[src/rtl/spi_reg_pkg.sv]
// Shared frame layout, register map and FSM state type for the SPI register controller.
package spi_reg_pkg;

    localparam int FRAME_BITS = 16;
    localparam int ADDR_W     = 7;
    localparam int DATA_W     = 8;

    localparam int RW_BIT     = 15;
    localparam int ADDR_MSB   = 14;
    localparam int ADDR_LSB   = 8;
    localparam int DATA_MSB   = 7;
    localparam int DATA_LSB   = 0;

    localparam logic [ADDR_W-1:0] ADDR_EN_OUT_LO = 7'h00;
    localparam logic [ADDR_W-1:0] ADDR_EN_OUT_HI = 7'h01;
    localparam logic [ADDR_W-1:0] ADDR_EN_PWM_LO = 7'h02;
    localparam logic [ADDR_W-1:0] ADDR_EN_PWM_HI = 7'h03;
    localparam logic [ADDR_W-1:0] ADDR_DUTY      = 7'h04;

    typedef enum logic [1:0] {
        IDLE,
        SHIFT,
        FULL,
        COMMIT
    } state_e;

endpackage

[src/rtl/sync_edge_det.sv]
// Multi-flop synchronizer for an asynchronous pin with rise/fall detection on the synced level.
module sync_edge_det #(
    parameter int STAGES = 2
) (
    input  logic clk,
    input  logic rst_n,
    input  logic din,
    output logic level,
    output logic rise,
    output logic fall
);

    logic [STAGES-1:0] sync_q, sync_d;
    logic              prev_q, prev_d;

    always_comb begin
        sync_d = {sync_q[STAGES-2:0], din};
        prev_d = sync_q[STAGES-1];
    end

    always_ff @(posedge clk) begin
        if (!rst_n) begin
            sync_q <= '0;
            prev_q <= 1'b0;
        end else begin
            sync_q <= sync_d;
            prev_q <= prev_d;
        end
    end

    assign level = sync_q[STAGES-1];
    assign rise  = level & ~prev_q;
    assign fall  = ~level & prev_q;

endmodule

[src/rtl/spi_reg_ctrl.sv]
// SPI slave that writes 16-bit frames into the five PWM configuration registers.
// Define SPI_READBACK_EN to enable register readback on cipo for frames with bit15=0.
module spi_reg_ctrl
    import spi_reg_pkg::*;
#(
    parameter int SYNC_STAGES = 2,
    parameter int NUM_REGS    = 5
) (
    input  logic       clk,
    input  logic       rst_n,
    input  logic       sclk,
    input  logic       copi,
    input  logic       ncs,
    output logic       cipo,
    output logic [7:0] en_reg_out_7_0,
    output logic [7:0] en_reg_out_15_8,
    output logic [7:0] en_reg_pwm_7_0,
    output logic [7:0] en_reg_pwm_15_8,
    output logic [7:0] pwm_duty_cycle,
    output logic       wr_pulse
);

    // state  | meaning
    // IDLE   | waiting for nCS fall
    // SHIFT  | capturing COPI on each SCLK rise
    // FULL   | 16 bits held, extra SCLK ignored, waiting for nCS rise
    // COMMIT | single-cycle write decision

    logic sclk_lvl, sclk_rise, sclk_fall;
    logic copi_lvl, copi_rise, copi_fall;
    logic ncs_lvl, ncs_rise, ncs_fall;
    logic unused_sync;

    sync_edge_det #(.STAGES(SYNC_STAGES)) u_sync_sclk (
        .clk(clk), .rst_n(rst_n), .din(sclk),
        .level(sclk_lvl), .rise(sclk_rise), .fall(sclk_fall)
    );
    sync_edge_det #(.STAGES(SYNC_STAGES)) u_sync_copi (
        .clk(clk), .rst_n(rst_n), .din(copi),
        .level(copi_lvl), .rise(copi_rise), .fall(copi_fall)
    );
    sync_edge_det #(.STAGES(SYNC_STAGES)) u_sync_ncs (
        .clk(clk), .rst_n(rst_n), .din(ncs),
        .level(ncs_lvl), .rise(ncs_rise), .fall(ncs_fall)
    );

    state_e                  state_q, state_d;
    logic [4:0]              cnt_q, cnt_d, cnt_next;
    logic [FRAME_BITS-1:0]   shift_q, shift_d, shift_next;
    logic [DATA_W-1:0]       out_lo_q, out_lo_d, out_hi_q, out_hi_d;
    logic [DATA_W-1:0]       pwm_lo_q, pwm_lo_d, pwm_hi_q, pwm_hi_d;
    logic [DATA_W-1:0]       duty_q, duty_d;
    logic                    wr_pulse_q, wr_pulse_d;
    logic [ADDR_W-1:0]       frame_addr;
    logic [DATA_W-1:0]       frame_data;

    function automatic logic addr_ok(input logic [ADDR_W-1:0] a);
        return {1'b0, a} < 8'(NUM_REGS);
    endfunction

    assign shift_next = {shift_q[FRAME_BITS-2:0], copi_lvl};
    assign cnt_next   = cnt_q + 5'd1;
    assign frame_addr = shift_q[ADDR_MSB:ADDR_LSB];
    assign frame_data = shift_q[DATA_MSB:DATA_LSB];

    always_comb begin
        state_d    = state_q;
        cnt_d      = cnt_q;
        shift_d    = shift_q;
        out_lo_d   = out_lo_q;
        out_hi_d   = out_hi_q;
        pwm_lo_d   = pwm_lo_q;
        pwm_hi_d   = pwm_hi_q;
        duty_d     = duty_q;
        wr_pulse_d = 1'b0;

        case (state_q)
            IDLE: begin
                if (ncs_fall) begin
                    state_d = SHIFT;
                    cnt_d   = '0;
                    shift_d = '0;
                end
            end
            SHIFT: begin
                if (ncs_rise) begin
                    state_d = IDLE;
                end else if (sclk_rise) begin
                    shift_d = shift_next;
                    cnt_d   = cnt_next;
                    if (cnt_next == 5'(FRAME_BITS)) begin
                        state_d = FULL;
                    end
                end
            end
            FULL: begin
                if (ncs_rise) begin
                    state_d = COMMIT;
                end
            end
            COMMIT: begin
                state_d = IDLE;
                if (shift_q[RW_BIT] && addr_ok(frame_addr)) begin
                    wr_pulse_d = 1'b1;
                    case (frame_addr)
                        ADDR_EN_OUT_LO: out_lo_d = frame_data;
                        ADDR_EN_OUT_HI: out_hi_d = frame_data;
                        ADDR_EN_PWM_LO: pwm_lo_d = frame_data;
                        ADDR_EN_PWM_HI: pwm_hi_d = frame_data;
                        ADDR_DUTY:      duty_d   = frame_data;
                        default:        wr_pulse_d = 1'b0;
                    endcase
                end
            end
            default: state_d = IDLE;
        endcase
    end

    always_ff @(posedge clk) begin
        if (!rst_n) begin
            state_q    <= IDLE;
            cnt_q      <= '0;
            shift_q    <= '0;
            out_lo_q   <= '0;
            out_hi_q   <= '0;
            pwm_lo_q   <= '0;
            pwm_hi_q   <= '0;
            duty_q     <= '0;
            wr_pulse_q <= 1'b0;
        end else begin
            state_q    <= state_d;
            cnt_q      <= cnt_d;
            shift_q    <= shift_d;
            out_lo_q   <= out_lo_d;
            out_hi_q   <= out_hi_d;
            pwm_lo_q   <= pwm_lo_d;
            pwm_hi_q   <= pwm_hi_d;
            duty_q     <= duty_d;
            wr_pulse_q <= wr_pulse_d;
        end
    end

`ifdef SPI_READBACK_EN
    logic [DATA_W-1:0] rd_shift_q, rd_shift_d, rd_mux;
    logic              rd_valid_q, rd_valid_d;
    logic [ADDR_W-1:0] rd_addr;

    // Address is complete after 8 bits, so its fields sit 8 places lower in the shifter.
    assign rd_addr = shift_next[ADDR_MSB-DATA_W:ADDR_LSB-DATA_W];

    always_comb begin
        rd_mux = '0;
        case (rd_addr)
            ADDR_EN_OUT_LO: rd_mux = out_lo_q;
            ADDR_EN_OUT_HI: rd_mux = out_hi_q;
            ADDR_EN_PWM_LO: rd_mux = pwm_lo_q;
            ADDR_EN_PWM_HI: rd_mux = pwm_hi_q;
            ADDR_DUTY:      rd_mux = duty_q;
            default:        rd_mux = '0;
        endcase
    end

    always_comb begin
        rd_shift_d = rd_shift_q;
        rd_valid_d = rd_valid_q;
        if (state_q != SHIFT || ncs_rise) begin
            rd_valid_d = 1'b0;
        end else if (sclk_rise && cnt_next == 5'(FRAME_BITS-DATA_W)) begin
            rd_valid_d = !shift_next[RW_BIT-DATA_W] && addr_ok(rd_addr);
            rd_shift_d = rd_mux;
        end else if (sclk_fall && rd_valid_q && cnt_q > 5'(FRAME_BITS-DATA_W)) begin
            rd_shift_d = {rd_shift_q[DATA_W-2:0], 1'b0};
        end
    end

    always_ff @(posedge clk) begin
        if (!rst_n) begin
            rd_shift_q <= '0;
            rd_valid_q <= 1'b0;
        end else begin
            rd_shift_q <= rd_shift_d;
            rd_valid_q <= rd_valid_d;
        end
    end

    assign cipo        = rd_valid_q & rd_shift_q[DATA_W-1];
    assign unused_sync = ^{sclk_lvl, copi_rise, copi_fall, ncs_lvl};
`else
    assign cipo        = 1'b0;
    assign unused_sync = ^{sclk_lvl, sclk_fall, copi_rise, copi_fall, ncs_lvl};
`endif

    assign en_reg_out_7_0  = out_lo_q;
    assign en_reg_out_15_8 = out_hi_q;
    assign en_reg_pwm_7_0  = pwm_lo_q;
    assign en_reg_pwm_15_8 = pwm_hi_q;
    assign pwm_duty_cycle  = duty_q;
    assign wr_pulse        = wr_pulse_q;

endmodule

[config.mk]
export PLATFORM = sky130hd
export DESIGN_NAME = spi_reg_ctrl
export DESIGN_NICKNAME = d
export VERILOG_FILES = /design/src/rtl/spi_reg_pkg.sv /design/src/rtl/sync_edge_det.sv /design/src/rtl/spi_reg_ctrl.sv
export SDC_FILE = /design/constraint.sdc
export NUM_CORES = 1
export LEC_CHECK = 0
export CAP_MARGIN = 20
export CELL_PAD_IN_SITES_DETAIL_PLACEMENT = 1
export CELL_PAD_IN_SITES_GLOBAL_PLACEMENT = 2
export CORE_ASPECT_RATIO = 1.5
export CORE_MARGIN = 1
export CORE_UTILIZATION = 32
export DETAILED_ROUTE_END_ITERATION = 6
export PLACE_DENSITY = 0.76
export SYNTH_ARGS = -nofsm -noshare
export SYNTH_HDL_FRONTEND = slang
export SYNTH_SLANG_ARGS = --single-unit
export TNS_END_PERCENT = 30
[constraint.sdc]
create_clock -name clk -period 2.42 [get_ports clk]
set_clock_uncertainty 0.1 [all_clocks]
set_input_delay 0.363 -clock clk [delete_from_list [all_inputs] [get_ports clk]]
set_output_delay 0.363 -clock clk [all_outputs]
set_load 0.1 [all_outputs]
==> metrics.csv <==
stage,metric,value,unit
yosys,ys_seq_share,0.522,
sta,hold_viol_final,0,
run_status,outcome,"finished, final reports clean",
power,ir_drop,0.372,mV
sta,post-route-worst-setup-slack,0.301,ns
final_layout,comb_area_share,0.348,
critical_path,cp-start-kind,flop,
final_layout,clkCellAreaFrac,0.0832,
route,first_pass_iters,6,
yosys,async_reset_ff_frac,0,
power,intPower,0.00199,W
final_layout,final_area,0.00353,mm2
global_routing,met3_usage,0.0567,
run,maxCapViolCount,0,
final_layout,num-fill-cells,948,
route,drt_iter0_drc,91,
power,p_seq,0.00119,W
power,p_clk,0.00127,W
yosys,common_cells,"dfxtp_1, nand2_1, mux2i_1, o21ai_0, nand4_1",
yosys,enable_flop_cells,0,
cts,clk_pin_slew,0.06,ns
yosys,yosys_warnings,0,
final_layout,synthToLayoutAreaGrowth,28.1,%
critical_path,worst-path-buf-inv,2,
final_layout,buffer_area_frac,0.123,
critical_path,crit_fanout,12,
die,chipWidth,77.8,um
placement,pre_cts_ws,0.286,ns
final_layout,drive_above_1_share,0.226,
route,drc,0,
critical_path,crit_slowest_cell,or4b_4,
yosys,ys.flops,72,
final_layout,regArea,0.00144,mm2
critical_path,crit_type,flop to flop,
final_layout,antennaDiodeCount,0,
yosys,ff_type,dfxtp_1,
global_routing,grt_pass1_vias,2219,
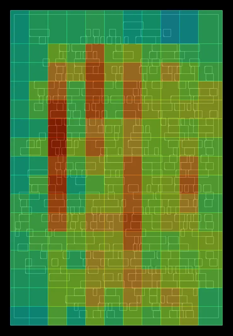
(routing congestion)
met2 Track Usage GR: 0.288
wire per inst: 15.0 um
Most Crowded Layer GR: met2
M1 GR Usage: 0.184

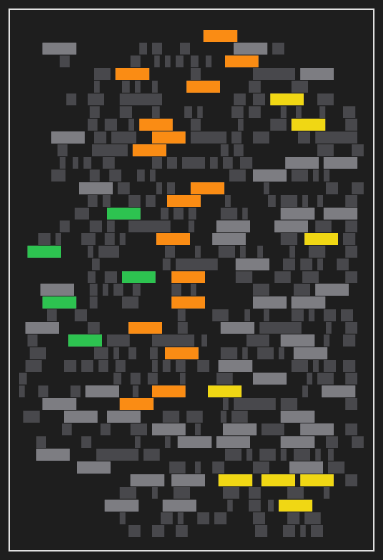
(where the registers sit)
Key: en_reg_out_15_8 = yellow [flops 8]; shift_q = orange [flops 16]; cnt_q = green [flops 5, where west]
Another 43 sequential cells are not colored.

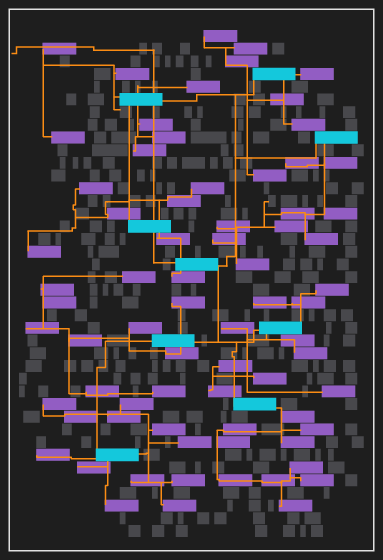
(routed clock nets over the placement)
Key: clock wires = orange [length 989 um]; flip-flops = purple [count 72]; cells driving clock nets = cyan [count 9]
Position of the flops: all over the die. There are 10 routed clock nets.

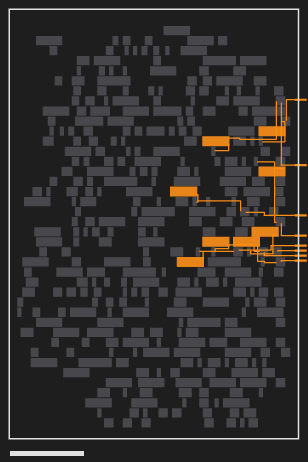
(port wiring)
The bar under the picture is 20 um long.
Key: en_reg_out_7_0 = orange [direction output, edge east, end cells 8, wire 219 um]

Power figures rest on the tool's default switching activity, not on a simulated workload.
